**config.mk**
```make
export PLATFORM = sky130hd
export DESIGN_NAME = relu_window_sequencer
export DESIGN_NICKNAME = d
export VERILOG_FILES = /design/src/rtl/cnn_ctrl_pkg.sv /design/src/rtl/window_tap_counter.sv /design/src/rtl/relu_window_sequencer.sv
export SDC_FILE = /design/constraint.sdc
export NUM_CORES = 1
export LEC_CHECK = 0
export ABC_AREA = 0
export CAP_MARGIN = 20
export CORE_ASPECT_RATIO = 0.6
export CORE_MARGIN = 2
export CORE_UTILIZATION = 32
export CTS_BUF_LIST = sky130_fd_sc_hd__clkbuf_4 sky130_fd_sc_hd__clkbuf_8
export CTS_CLUSTER_DIAMETER = 40
export DETAILED_ROUTE_END_ITERATION = 7
export PLACE_DENSITY = 0.54
export SYNTH_ARGS = -nofsm -noshare
export SYNTH_HDL_FRONTEND = slang
export SYNTH_SLANG_ARGS = --single-unit
```
**constraint.sdc**
```tcl
create_clock -name clock -period 2 [get_ports clock]
set_input_delay 0.3 -clock clock [delete_from_list [all_inputs] [get_ports clock]]
set_output_delay 0.3 -clock clock [all_outputs]
set_load 0.02 [all_outputs]
```
**src/rtl/cnn_ctrl_pkg.sv**
```systemverilog
// Shared control types and default geometry for the CNN conv-channel
// accumulator / ReLU sequencing blocks.
package cnn_ctrl_pkg;

  typedef enum logic [1:0] {
    ST_IDLE,
    ST_RUN,
    ST_DRAIN,
    ST_DONE
  } ctrl_state_t;

  localparam int MAC_CYCLES_DEF    = 25;
  localparam int CAPTURE_COUNT_DEF = 2;
  localparam int NUM_OUTPUTS_DEF   = 576;

endpackage

```
**src/rtl/window_tap_counter.sv**
```systemverilog
// Per-window tap counter: modulo-MODULUS up counter with enable, load
// and a flag marking the last tap. Resets to the parked (last) value.
module window_tap_counter #(
  parameter int WIDTH   = 5,
  parameter int MODULUS = 25
) (
  input  logic             clock,
  input  logic             reset,
  input  logic             en,
  input  logic             load,
  input  logic [WIDTH-1:0] load_val,
  output logic [WIDTH-1:0] count,
  output logic             wrap
);

  localparam logic [WIDTH-1:0] LAST = WIDTH'(MODULUS - 1);

  assign wrap = (count == LAST);

  always_ff @(posedge clock) begin
    if (reset)     count <= LAST;
    else if (load) count <= load_val;
    else if (en)   count <= wrap ? '0 : count + WIDTH'(1);
  end

endmodule

```
**src/rtl/relu_window_sequencer.sv**
```systemverilog
// Sequences the MAC-accumulator -> truncate/ReLU stage of one conv channel:
// tap counter, accumulator reload, per-pixel valid/index and frame done.
module relu_window_sequencer
  import cnn_ctrl_pkg::*;
#(
  parameter int COUNT_SLOAD_BITWIDTH = 5,
  parameter int MAC_CYCLES           = MAC_CYCLES_DEF,
  parameter int CAPTURE_COUNT        = CAPTURE_COUNT_DEF,
  parameter int NUM_OUTPUTS          = NUM_OUTPUTS_DEF,
  parameter int OUT_INDEX_BITWIDTH   = 10
) (
  input  logic                            clock,
  input  logic                            reset,
  input  logic                            start,
  input  logic                            enable,
  output logic [COUNT_SLOAD_BITWIDTH-1:0] count_sload,
  output logic                            sload,
  output logic                            out_valid,
  output logic [OUT_INDEX_BITWIDTH-1:0]   out_index,
  output logic                            busy,
  output logic                            done
);

  localparam int CW = COUNT_SLOAD_BITWIDTH;
  localparam int IW = OUT_INDEX_BITWIDTH;
  localparam logic [CW-1:0] CAP      = CW'(CAPTURE_COUNT);
  localparam logic [CW-1:0] PARK     = CW'(MAC_CYCLES - 1);
  localparam logic [IW-1:0] LAST_WIN = IW'(NUM_OUTPUTS - 1);

  ctrl_state_t   state;
  logic [IW-1:0] win;
  logic          cnt_wrap;
  logic          cnt_load;
  logic [CW-1:0] cnt_load_val;
  logic          capture;

  assign busy    = (state == ST_RUN) || (state == ST_DRAIN);
  assign sload   = (state == ST_RUN) && (count_sload == '0) && enable;
  assign capture = enable && (count_sload == CAP);

  // Outside RUN/DRAIN the counter is held at PARK so the ReLU stage never
  // sees CAP; a start loads 0, and the drain capture re-parks it.
  assign cnt_load     = !busy || ((state == ST_DRAIN) && capture);
  assign cnt_load_val = ((state == ST_IDLE) && start) ? '0 : PARK;

  window_tap_counter #(
    .WIDTH   (CW),
    .MODULUS (MAC_CYCLES)
  ) u_tap_cnt (
    .clock    (clock),
    .reset    (reset),
    .en       (busy && enable),
    .load     (cnt_load),
    .load_val (cnt_load_val),
    .count    (count_sload),
    .wrap     (cnt_wrap)
  );

  always_ff @(posedge clock) begin
    if (reset) begin
      state     <= ST_IDLE;
      win       <= '0;
      out_valid <= 1'b0;
      out_index <= '0;
      done      <= 1'b0;
    end else begin
      out_valid <= 1'b0;
      done      <= 1'b0;
      case (state)
        ST_IDLE: begin
          if (start) begin
            state <= ST_RUN;
            win   <= '0;
          end
        end
        ST_RUN: begin
          if (enable) begin
            // Capture during window N publishes the accumulation of window N-1.
            if (capture && (win != '0)) begin
              out_valid <= 1'b1;
              out_index <= win - IW'(1);
            end
            if (cnt_wrap) begin
              if (win == LAST_WIN) state <= ST_DRAIN;
              else                 win   <= win + IW'(1);
            end
          end
        end
        ST_DRAIN: begin
          if (capture) begin
            out_valid <= 1'b1;
            out_index <= LAST_WIN;
            state     <= ST_DONE;
            done      <= 1'b1;
          end
        end
        ST_DONE: state <= ST_IDLE;
        default: state <= ST_IDLE;
      endcase
    end
  end

endmodule

```
Run 1, track usage over the die:
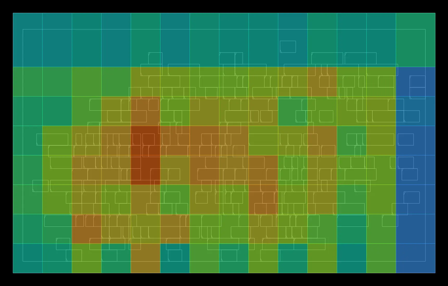
Tot GR Track Use: 0.155
Avg WL per Cell: 14.2 um
grt met2 use: 0.186
met1 GRT Util: 0.246
GR peak layer: met1

Run 1, placed cells, one colour a class:
Scale bar: 20 um.
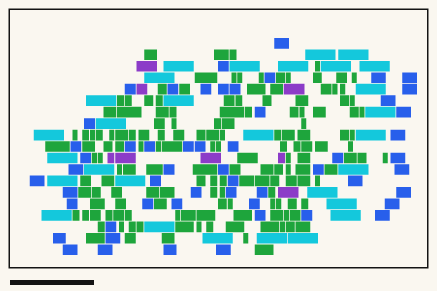
Green marks all other logic, cells 154. Purple marks clock drivers and dummy loads, cells 8. Blue marks other buffers and delay cells, cells 54. Cyan marks flops, cells 29.

Run 1, sequential cells coloured by netlist name:
Scale bar: 20 um. Other sequential cells in the stronger grey, the rest of the logic in the fainter grey.
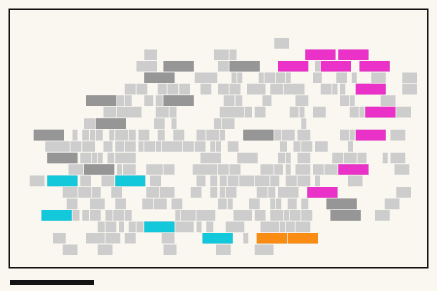
Cyan marks u_tap_cnt.count, flops 5. Orange marks state, flops 2. Magenta marks out_index, flops 10.

Run 1, cell sizes after repair:
Scale bar: 20 um.
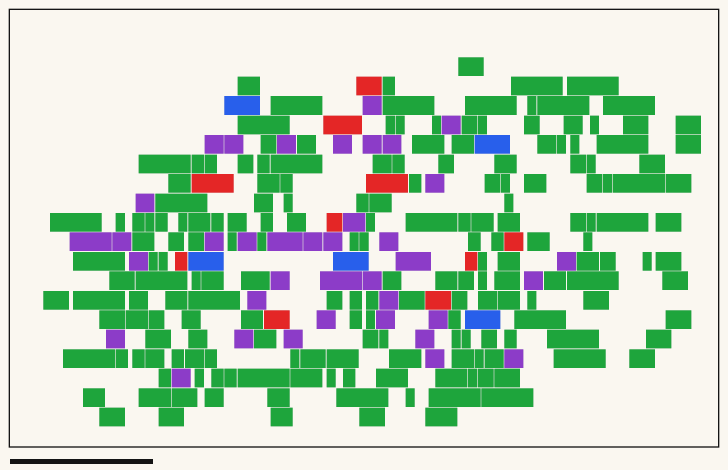
Red marks drive 2, cells 10, share 4.1%. Purple marks drive 3 to 4, cells 38, share 16%. Green marks drive 1 or less, cells 192, share 78%. Blue marks drive 6 and up, cells 5, share 2.0%.

==> reports/metrics.csv, run 1 <==
stage,metric,value,unit
logic_synthesis,yosysSeqAreaShare,0.336,
finish,nFlopsAndLatches,29,
drt,dr.pass1.iters,4,
placement,dpl.cell_count,303,
power_and_ir_drop,seq_power_share,0.309,
finish,n_all_buffers,54,
sta,max_freq,0.520,GHz
logic_synthesis,synth-edff-count,0,
critical_path,worst_setup_path_end_kind,flop,
critical_path,reg2reg_depth,7,
finish,clk_share,0.0381,
sta,finalSetupViolCount,0,
logic_synthesis,synthCells,197,
power_and_ir_drop,swShare,0.382,
clocking,clkLatencyLatePin,290,ps
floorplan,die_area,6030,um^2
finish,comb_cells,144,
worst_hold_path,hold_path.class,flop to flop,
flow_run,cap_violations,0,
floorplan,rows,20,
clocking,hold_buffers,0,
critical_path,max_stage_delay,540,ps
critical_path,path_class,flop to flop,
power_and_ir_drop,p_int,1.33,mW
finish,final_common_cell,buf_4,
power_and_ir_drop,power.switching,0.819,mW
finish,layout_top_cells,"buf_4 (32), dfxtp_1 (29), clkdlybuf4s50_1 (20)",
critical_path,cp_max_fo,6,
sta,setup_tns,0,ps
critical_path,cp_num_buf_inv,1,
logic_synthesis,top_cell_area_share,0.336,
power_and_ir_drop,p_comb_frac,0.467,
logic_synthesis,yosys_area,1730,um^2
placement,hpwl,3310,um
logic_synthesis,synthMostInstantiatedCell,dfxtp_1,
sta,drv_slew,0,
global_route,grt_max_degree,17,
sta,finalClockSkew,11.7,ps
placement,preCtsSetupSlack,-135,ps
run_status,outcome,completed,
finish,register_area,581,um^2
logic_synthesis,area_leaders,"dfxtp_1 (34%), ha_1 (6.5%), nor2_1 (3.5%)",
clocking,clock_path_buffers,2,
finish,reg.largest.list,"out_index: 10 flops, win: 10 flops, u_tap_cnt.count: 5 flops",
finish,num-nonclk-inverters,10,
flow_run,warnings,32,
logic_synthesis,ys_types,47,
sta,max_slew.worst_pin.slew,408,ps
floorplan,num_io_pins,23,
finish,antenna_cells,0,
drt,avgViaCountPerCell,5.07,
power_and_ir_drop,clock_power,0.479,mW
clocking,cts.clk_slew.worst_paths,70,ps
logic_synthesis,xor_share,0.0456,
logic_synthesis,compound_area_frac,0.187,
critical_path,start_kind,flop,
logic_synthesis,ys_warn_count,0,
critical_path,crit_required,2210,ps
finish,n_fill_cell,491,
floorplan,fp_util,0.337,
sta,min_period,1920,ps
clocking,root_buffer,clkbuf_8,
critical_path,critPathTopFamily,simple AND/OR/NAND/NOR gates,
finish,areaGrowthSynthToFinish,31.2,%
global_route,grt_pass1_vias,1366,
global_route,grt_pass1_wl,7030,um
logic_synthesis,logic_family,simple AND/OR/NAND/NOR gates,
power_and_ir_drop,powerDensity,945,nW/um^2
power_and_ir_drop,power-top-group,combinational logic,
finish,clkbuf_count,5,
sta,finalHoldViolCount,0,
placement,place_area,2180,um^2
drt,wirelength,4400,um
sta,fin_crit_sh,0.961,
finish,dominant-cell-class,multi-input combinational cells,
finish,seq_share,0.256,
clocking,htreeDepth,2,
[run 1: repair_timing]
action | CTS | global route
endpoints found under the setup margin | 2 | 7
buffers inserted | 0 | 0
gates resized | 2 | 2
hold endpoints to repair | 0 | 0
[run 1: metal layers]
| metal | track usage | share of wire | vias to the layer above |
|---|---|---|---|
| li1 | - | - | 811 |
| met1 | 0.246 | 0.57 | 709 |
| met2 | 0.186 | 0.34 | 49 |
| met3 | 0.0472 | 0.078 | 7 |
| met4 | 0.0587 | 0.013 | 0 |
| met5 | 0 | 0 | - |
[run 1: final timing paths]
| check | startpoint | to | slack (ps) |
|---|---|---|---|
| max | win[1] | win[0] | 80 |
| min | out_index[8] | out_index[8] | 500 |
| max reg2reg | win[1] | win[0] | 80 |
| min reg2reg | out_index[8] | out_index[8] | 500 |
## Run 2: what changed since run 1
Settings changed: GPL_ROUTABILITY_DRIVEN from default to 1.
==> reports/metrics.csv, run 2 <==
stage,metric,value,unit
run_status,outcome,completed,
power_and_ir_drop,power.switching,0.819,mW
clocking,hold_buffers,0,
power_and_ir_drop,seq_power_share,0.309,
drt,wire_per_inst,14.2,um
clocking,post-cts-setup-buffers,0,
sta,slew_headroom,0.726,
drt,drc,0,
finish,clkbuf_count,5,
critical_path,reg2reg_depth,7,
drt,drt_iter0_drc,66,
global_route,antenna_found_initial,0,
critical_path,crit_start,win[1],
critical_path,start_kind,flop,
placement,preCtsSetupSlack,-135,ps
finish,num-nonclk-inverters,10,
power_and_ir_drop,clock_power,0.479,mW
logic_synthesis,synthMostInstantiatedCell,dfxtp_1,
finish,final_common_cell,buf_4,
sta,setup_tns,0,ps
finish,nFlopsAndLatches,29,
logic_synthesis,yosysSeqAreaShare,0.336,
global_route,grt_pass1_wl,7030,um
sta,finalClockSkew,11.7,ps
sta,drv_slew,0,
logic_synthesis,top_cell_area_share,0.336,
finish,comb_area_frac,0.451,
placement,dpl.cell_count,303,
drt,dr_wl_met3,343,um
critical_path,cp.arrival,2140,ps
finish,antenna_cells,0,
logic_synthesis,logic_family,simple AND/OR/NAND/NOR gates,
critical_path,r2r-end,win[0],
logic_synthesis,yosys_area,1730,um^2
logic_synthesis,mux_area_frac,0.0289,
logic_synthesis,top_area_cell,dfxtp_1,
sta,max_freq,0.520,GHz
finish,n_fill_cell,491,
finish,areaGrowthSynthToFinish,31.2,%
logic_synthesis,ys_types,47,
finish,n_all_buffers,54,
sta,max_slew.worst_pin.slew,408,ps
finish,comb_area,1020,um^2
power_and_ir_drop,powerDensity,945,nW/um^2
power_and_ir_drop,power-top-group,combinational logic,
drt,dr.pass1.iters,4,
critical_path,timing.rr.start,win[1],
power_and_ir_drop,swShare,0.382,
critical_path,max_stage_delay,540,ps
worst_hold_path,hold_path.class,flop to flop,
logic_synthesis,area_leaders,"dfxtp_1 (34%), ha_1 (6.5%), nor2_1 (3.5%)",
global_route,grt-busiest-layer,met1,
logic_synthesis,synthArstFlopShare,0,
finish,comb_cells,144,
global_route,grt_max_degree,17,
critical_path,worst_setup_path_end_kind,flop,
finish,nonClkBufAreaFrac,0.202,
floorplan,die_area,6030,um^2
finish,reg.largest.list,"out_index: 10 flops, win: 10 flops, u_tap_cnt.count: 5 flops",
finish,layout_top_cells,"buf_4 (32), dfxtp_1 (29), clkdlybuf4s50_1 (20)",
sta,fin_crit_sh,0.961,
finish,dominant-cell-class,multi-input combinational cells,
floorplan,die_x,98.9,um
finish,seq_share,0.256,
drt,avgViaCountPerCell,5.07,
worst_hold_path,hold_path_depth,2,
global_route,grt.met2_usage,0.186,
flow_run,cap_violations,0,
clocking,cts_inserted_buffers,5,
power_and_ir_drop,power.total,2.14,mW
drt,wirelength,4400,um
logic_synthesis,yosys_cells,197,
global_route,track_usage,0.155,
clocking,cts.clk_slew.worst_paths,70,ps
power_and_ir_drop,pwr-share-clk,0.223,
worst_hold_path,min_from,out_index[8],
global_route,gr-total-overflow,0,
power_and_ir_drop,pg_comb,1.00,mW
finish,clk_share,0.0381,
finish,drive_gt1_frac,0.216,
sta,finalSetupViolCount,0,
critical_path,cp_max_fo,6,
critical_path,slowest_stage,or4b_4,
drt,drt-met1-wl,2520,um
finish,register_area,581,um^2
worst_hold_path,holdPathEnd,out_index[8],
sta,min_period,1920,ps
critical_path,ff2ff_setup_slack,80,ps
logic_synthesis,netlist_area,1730,um^2
placement,io_buffers,22,
global_route,met1_usage,0.246,
floorplan,num_io_pins,23,
sta,hold-worst-slack,497,ps
clocking,htreeDepth,2,
logic_synthesis,xor_share,0.0456,
global_route,grt_pass1_vias,1366,
logic_synthesis,synthCells,197,
floorplan,fp_util,0.337,
clocking,clock_path_buffers,2,
critical_path,cp-endpoint,win[0],
drt,antenna_left,0,
power_and_ir_drop,p_comb_frac,0.467,
drt,highest_layer,met4,
flow_run,warnings,32,
power_and_ir_drop,p_int,1.33,mW
power_and_ir_drop,p_leak,0.859,nW
critical_path,crit_required,2210,ps
logic_synthesis,ys_warn_count,0,
drt,met2RoutedLength,1480,um
placement,hpwl,3310,um
sta,finalHoldViolCount,0,
logic_synthesis,compound_area_frac,0.187,
clocking,clkLatencyLatePin,290,ps
logic_synthesis,synth-edff-count,0,
floorplan,n_tap_cell,66,
critical_path,cp_cell_sequence,ha_2 > nand3_1 > or4b_4 > and2_4 > buf_4 > nor3_2 > o21bai_1,
clocking,cts_tree,done,
placement,place_area,2180,um^2
critical_path,path_class,flop to flop,
placement,gp_congestion,0.884,
clocking,root_buffer,clkbuf_8,
## run 2: cell counts in the layout (fill, tap and decap cells not counted)
Identical to the previous run, type by type.
## run 2: worst max-delay path, delay by kind of cell (launching register included)
kind,cells,cell delay (ps)
AND-OR/OR-AND,1,120
adder cells (fa/ha/maj),1,200
buffers and inverters,1,140
flip-flops,1,360
AND/OR/NAND/NOR,4,1010
## run 2: repair_timing
item / CTS / global route
resized: 2 / 2
cloned: 0 / 0
endpoints found under the hold margin: 0 / 0
setup endpoints to repair: 2 / 7
## run 2: logic make-up after synthesis
family / Yosys count
compound gates: 43
xor+xnor: 9
fa+ha+maj: 9
buf+inv: 24
flops: 29
mux: 5
simple gates: 78
Run 2, placed cells, one colour a class:
Scale bar: 20 um.
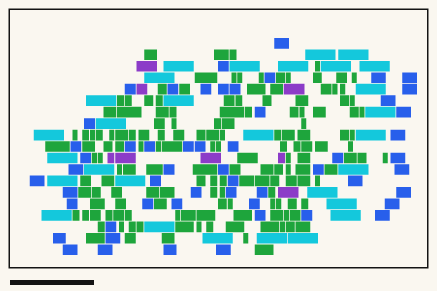
Blue marks other buffers and delay cells, cells 54. Green marks all other logic, cells 154. Purple marks clock drivers and dummy loads, cells 8. Cyan marks flops, cells 29.
final core utilization: 0.442
std cell rows: 20

Run 2, track usage over the die:
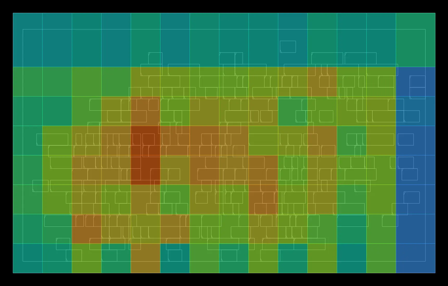
met3 Resource Use GR: 0.0472

No activity file was given, so power comes from the tool's default toggle rates.
